Figure 1. Placed standard cells (run 1).
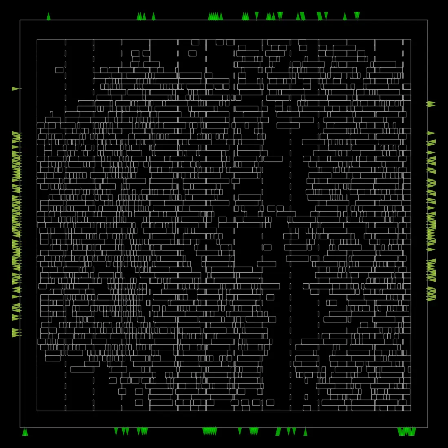
Figure 2. Wire density map (run 1).
Bar = 50 microns. The die is cut into 20 by 20 equal tiles; dark purple is low, yellow is high, scaled to the fullest tile. Values are wire area over tile area, all layers added.
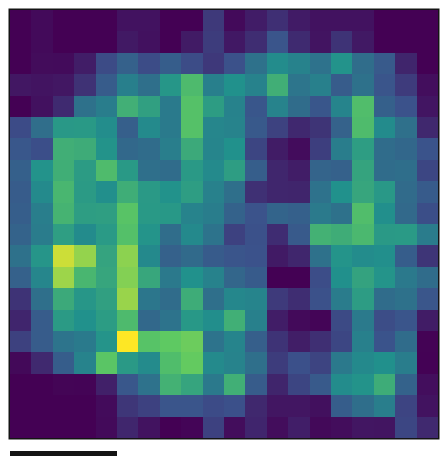
Figure 3. Signal wires on met4 (run 1).
Bar = 50 microns. Supply wires on this layer in gray.
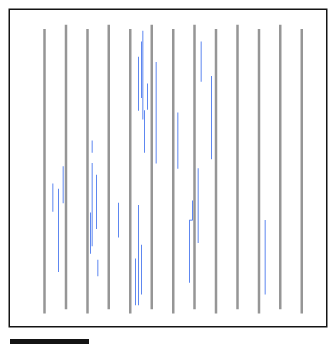
File: config.mk
export PLATFORM = sky130hd
export DESIGN_NAME = fetch_prefetch
export DESIGN_NICKNAME = d
export VERILOG_FILES = /design/src/rtl/fetch_prefetch.sv
export SDC_FILE = /design/constraint.sdc
export NUM_CORES = 1
export LEC_CHECK = 0
export ABC_AREA = 1
export CORE_MARGIN = 8
export CORE_UTILIZATION = 45
export CTS_CLUSTER_SIZE = 40
export DETAILED_ROUTE_END_ITERATION = 8
export PLACE_DENSITY = 0.73
export SYNTH_ARGS = -nofsm -noshare
export SYNTH_HDL_FRONTEND = slang
export SYNTH_SLANG_ARGS = --single-unit
File: constraint.sdc
create_clock -name clk -period 18.56 [get_ports clk]
set_input_delay 3.712 -clock clk [delete_from_list [all_inputs] [get_ports clk]]
set_output_delay 3.712 -clock clk [all_outputs]
set_load 0.02 [all_outputs]
File: src/rtl/fetch_prefetch.sv
// rtl/fetch_prefetch.sv - sequential instruction prefetcher with DEPTH-entry {pc, instr} queue
//
// Ports:
//   clk, rst                     clock, synchronous active-high reset
//   imem_addr/read/drdy/rdata    MMU instruction port, one request outstanding at most
//   fetch_dec_valid/instr/pc     queue head toward decode
//   dec_fetch_ready              decode accepts the head entry
//   redirect, redirect_pc        flush queue and restart fetch at redirect_pc (word aligned)
//   fetch_count                  current queue occupancy
module fetch_prefetch #(
    parameter int          DEPTH    = 4,
    parameter logic [31:0] RESET_PC = 32'h0000_0000
) (
    input  logic                    clk,
    input  logic                    rst,
    output logic [31:0]             imem_addr,
    output logic                    imem_read,
    input  logic                    imem_drdy,
    input  logic [31:0]             imem_rdata,
    output logic                    fetch_dec_valid,
    output logic [31:0]             fetch_dec_instr,
    output logic [31:0]             fetch_dec_pc,
    input  logic                    dec_fetch_ready,
    input  logic                    redirect,
    input  logic [31:0]             redirect_pc,
    output logic [$clog2(DEPTH):0]  fetch_count
);

    localparam int PW = $clog2(DEPTH);
    localparam int CW = PW + 1;
    localparam logic [CW-1:0] FULL = CW'(DEPTH);

    typedef enum logic {
        S_RUN     = 1'b0,
        S_DISCARD = 1'b1
    } state_t;

    state_t          r_state;
    logic [31:0]     r_fetch_pc;
    logic [31:0]     r_target;
    logic            r_rst_gap;
    logic [31:0]     r_q_pc    [DEPTH];
    logic [31:0]     r_q_instr [DEPTH];
    logic [PW-1:0]   r_head;
    logic [PW-1:0]   r_tail;
    logic [CW-1:0]   r_count;

    logic            w_complete;
    logic            w_push;
    logic            w_pop;
    logic [31:0]     w_redirect_pc;

    // The cycle right after reset never requests; after that, RUN requests
    // whenever there is room. Room cannot vanish while a request waits,
    // because the count only grows on completion, so read/addr stay stable.
    assign imem_read       = (r_state == S_DISCARD) | (~r_rst_gap & (r_count < FULL));
    assign imem_addr       = r_fetch_pc;
    assign fetch_dec_valid = (r_count != '0);
    assign fetch_dec_pc    = r_q_pc[r_head];
    assign fetch_dec_instr = r_q_instr[r_head];
    assign fetch_count     = r_count;

    assign w_redirect_pc = redirect_pc & ~32'h0000_0003;
    assign w_complete    = imem_read & imem_drdy;
    // A redirect wins over both queue operations: the arriving word is stale
    // and the head being popped is about to be flushed.
    assign w_push        = (r_state == S_RUN) & w_complete & ~redirect;
    assign w_pop         = fetch_dec_valid & dec_fetch_ready & ~redirect;

    always_ff @(posedge clk) begin
        if (rst) begin
            r_state    <= S_RUN;
            r_fetch_pc <= RESET_PC;
            r_target   <= '0;
            r_rst_gap  <= 1'b1;
            r_head     <= '0;
            r_tail     <= '0;
            r_count    <= '0;
            for (int i = 0; i < DEPTH; i++) begin
                r_q_pc[i]    <= '0;
                r_q_instr[i] <= '0;
            end
        end else begin
            r_rst_gap <= 1'b0;

            if (w_push) begin
                r_q_pc[r_tail]    <= r_fetch_pc;
                r_q_instr[r_tail] <= imem_rdata;
            end

            if (redirect) begin
                r_head  <= '0;
                r_tail  <= '0;
                r_count <= '0;
            end else begin
                if (w_push) r_tail <= r_tail + PW'(1);
                if (w_pop)  r_head <= r_head + PW'(1);
                r_count <= r_count + CW'(w_push) - CW'(w_pop);
            end

            case (r_state)
                S_RUN: begin
                    if (redirect) begin
                        if (imem_read && !imem_drdy) begin
                            // Request still in flight: keep addr/read stable
                            // and throw its response away later.
                            r_target <= w_redirect_pc;
                            r_state  <= S_DISCARD;
                        end else begin
                            r_fetch_pc <= w_redirect_pc;
                        end
                    end else if (w_complete) begin
                        r_fetch_pc <= r_fetch_pc + 32'd4;
                    end
                end
                S_DISCARD: begin
                    if (redirect) r_target <= w_redirect_pc;
                    if (imem_drdy) begin
                        r_fetch_pc <= redirect ? w_redirect_pc : r_target;
                        r_state    <= S_RUN;
                    end
                end
                default: r_state <= S_RUN;
            endcase
        end
    end

endmodule

==> results.toml, run 1 <==
# synthesis and place-and-route metrics
[run_status]
status = "completed"

[pwr]
p_comb_share_pct = 9.6
total_power_w = 0.00170
p_switching_w = 0.000404
peakVddDrop_uv = 60.8
swShare_pct = 23.7
power_frac_clock_pct = 40.6
top_power_group = "sequential cells"
p_seq_w = 0.000850

[cts]
cts-root-buf = "clkbuf_16"
clk_pin_slew_ps = 60
numCtsBuffers = 36
clk_latency_ps = 520

[routing]
num_vias = 11700
via_per_inst = 5.45
highest_layer = "met4"
drt-met1-wl_mm = 17.2
routed-wl-met3_mm = 3.11
drcViolationCount = 0
drt-initial-drc-count = 901

[finish]
final_cell_area_sq_mm = 0.0183
lay_top_cells = "nor2_1 (374), edfxtp_1 (256), o21ai_0 (202)"
n_all_buffers = 180
comb_share_pct = 28.3
num-fill-cells = 2866
syn_to_final_growth_pct = 19.8
nonClkBufAreaFrac_pct = 9.69
mostFrequentLayoutCell = "nor2_1"
dominant-cell-class = "flip-flops and latches"
n_antenna_cell = 0
drive_gt1_share_pct = 9.84
reg_top3 = "r_q_instr x128, r_q_pc x128"
ff_latch_area_sq_mm = 0.00919
comb_area_sq_mm = 0.00517
nNonClkInverters = 113
clock_buffer_count = 44

[hold_path]
whs_endpoint = "r_target[10]"
min_from = "r_target[10]"

[setup_path]
path_delay_family = "buffers and inverters"
path_buffers = 3
path_depth = 5
r2r_start = "fetch_count[2]"
reg2reg_slack_ps = 15520
reg2reg_to = "r_q_instr[1][31]"
end_kind = "primary output"
reg2reg_depth = 8
endpoint = "fetch_dec_instr[8]"
worstSetupStartpointType = "register"

[yosys]
synth_warnings = 0
synthArstFlopShare_pct = 0
ys_seq_share_pct = 60.3
netlist_area_sq_mm = 0.0152
top_logic_kind = "simple AND/OR/NAND/NOR gates"
most_common_cell = "nor2_1"
syn_avg_cell_area_sq_um = 9.77
synth-edff-count = 256
yosysCellCount = 1560
top_cells_by_count = "nor2_1 (374), edfxtp_1 (256), o21ai_0 (203)"
fp_nets = 1633
ys_sh_mux_pct = 0
synth_cell_type_count = 39
yosys-top-cells-area = "edfxtp_1 (50%), dfxtp_1 (9.9%), nor2_1 (9.2%)"
fa_ha_area_share_pct = 0.378
yosysChipArea_sq_mm = 0.0152

[global_route]
antenna_found_initial = 0
grt-busiest-layer = "met2"
use_met3_pct = 4.34
grt_max_degree = 103
grt_pass1_vias = 11200

[final_timing]
setup_ws_ps = 11330
fin_worst_skew_ps = 17.1
rsz0062_at_grt = "false"
drv_slew = 0
hold_slack_ps = 451
fmax_ghz = 0.138
fin_tns_setup_ps = 0
worst_slew_pin_slew_ps = 1100
hold_violations = 0

[placed_design]
dpl_cell_area_sq_mm = 0.0171
place_ws_ps = 11360

[floorplanning]
core_util_floorplan_pct = 45.6
row_count = 67
die_area_sq_mm = 0.0400
dieHeight_microns = 200

[flow_run]
tool_warnings = 30
cap_violations = 0
Notes on Figure 1 above:
tap cells: 448
final core occ: 54.6%
total core area: 0.0334 sq mm

Notes on Figure 2 above:
mean over tiles	0.16
emptiest ninth of the die	north-west
tiles over half the peak	23%
fullest tile	0.51
nearly empty tiles	9.8%
densest ninth of the die	west

Notes on Figure 3 above:
wire length on this layer	861 microns
share of all routed wire	2.2%

==> run 2: changes to the inputs <==
--- a/config.mk
+++ b/config.mk
@@ -10,7 +10,7 @@
 export CORE_UTILIZATION = 45
 export CTS_CLUSTER_SIZE = 40
 export DETAILED_ROUTE_END_ITERATION = 8
-export PLACE_DENSITY = 0.73
+export PLACE_DENSITY = 0.76
 export SYNTH_ARGS = -nofsm -noshare
 export SYNTH_HDL_FRONTEND = slang
 export SYNTH_SLANG_ARGS = --single-unit
==> constraint.sdc (replaced) <==
create_clock -name clk -period 6.2 [get_ports clk]
set_input_delay 1.24 -clock clk [delete_from_list [all_inputs] [get_ports clk]]
set_output_delay 1.24 -clock clk [all_outputs]
set_load 0.02 [all_outputs]
Figure 4. Signal wires on met4 (run 2).
Bar = 50 microns. Supply wires on this layer in gray.
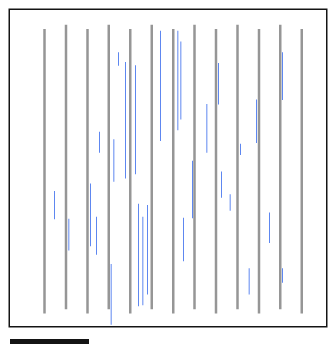
share of all routed wire	2.3%
wire length on this layer	940 microns
nets with wire on the layer	15
main direction	vertical
longest straight run	73.4 microns

==> results.toml, run 2 <==
# synthesis and place-and-route metrics
[run_status]
status = "completed"

[finish]
nNonClkInverters = 113
drive_gt1_share_pct = 9.89
ff_latch_area_sq_mm = 0.00919
finalCoreUtilization_pct = 54.6
mostFrequentLayoutCell = "nor2_1"
nonClkBufAreaFrac_pct = 9.83
lay_top_cells = "nor2_1 (374), edfxtp_1 (256), o21ai_0 (202)"
final_cell_area_sq_mm = 0.0183
comb_share_pct = 28.3
dominant-cell-class = "flip-flops and latches"

[yosys]
ys_seq_share_pct = 60.3
yosys-top-cells-area = "edfxtp_1 (50%), dfxtp_1 (9.9%), nor2_1 (9.2%)"
most_common_cell = "nor2_1"
synth_cell_type_count = 39
syn_avg_cell_area_sq_um = 9.77
synth_warnings = 0
top_logic_kind = "simple AND/OR/NAND/NOR gates"
yosysChipArea_sq_mm = 0.0152
synth-edff-count = 256
netlist_area_sq_mm = 0.0152
yosysCellCount = 1560
top_cells_by_count = "nor2_1 (374), edfxtp_1 (256), o21ai_0 (203)"
fp_nets = 1633

[setup_path]
worstSetupStartpointType = "register"
path_buffers = 3
reg2reg_slack_ps = 3350
reg2reg_depth = 6
reg2reg_to = "r_q_instr[3][5]"
end_kind = "primary output"
r2r_start = "fetch_count[2]"

[final_timing]
fin_tns_setup_ps = 0
fin_worst_skew_ps = 12.2
drv_slew = 0
hold_slack_ps = 448
worst_slew_pin_slew_ps = 1210
hold_violations = 0
fmax_ghz = 0.212

[pwr]
p_comb_share_pct = 9.6
top_power_group = "sequential cells"
total_power_w = 0.00510
p_seq_w = 0.00254
swShare_pct = 23.6
peakVddDrop_uv = 174

[floorplanning]
core_region_area_sq_mm = 0.0334
n_tap_cell = 448
core_util_floorplan_pct = 45.6
dieHeight_microns = 200

[hold_path]
min_from = "r_target[6]"

[placed_design]
dpl_cell_area_sq_mm = 0.0172

[global_route]
grt_pass1_vias = 11300
grt_max_degree = 110
antenna_found_initial = 0
grt-busiest-layer = "met2"

[cts]
clk_pin_slew_ps = 60
numCtsBuffers = 36

[flow_run]
tool_warnings = 30
cap_violations = 0

[routing]
routed-wl-met3_mm = 3.49
highest_layer = "met4"
drt-met1-wl_mm = 16.6
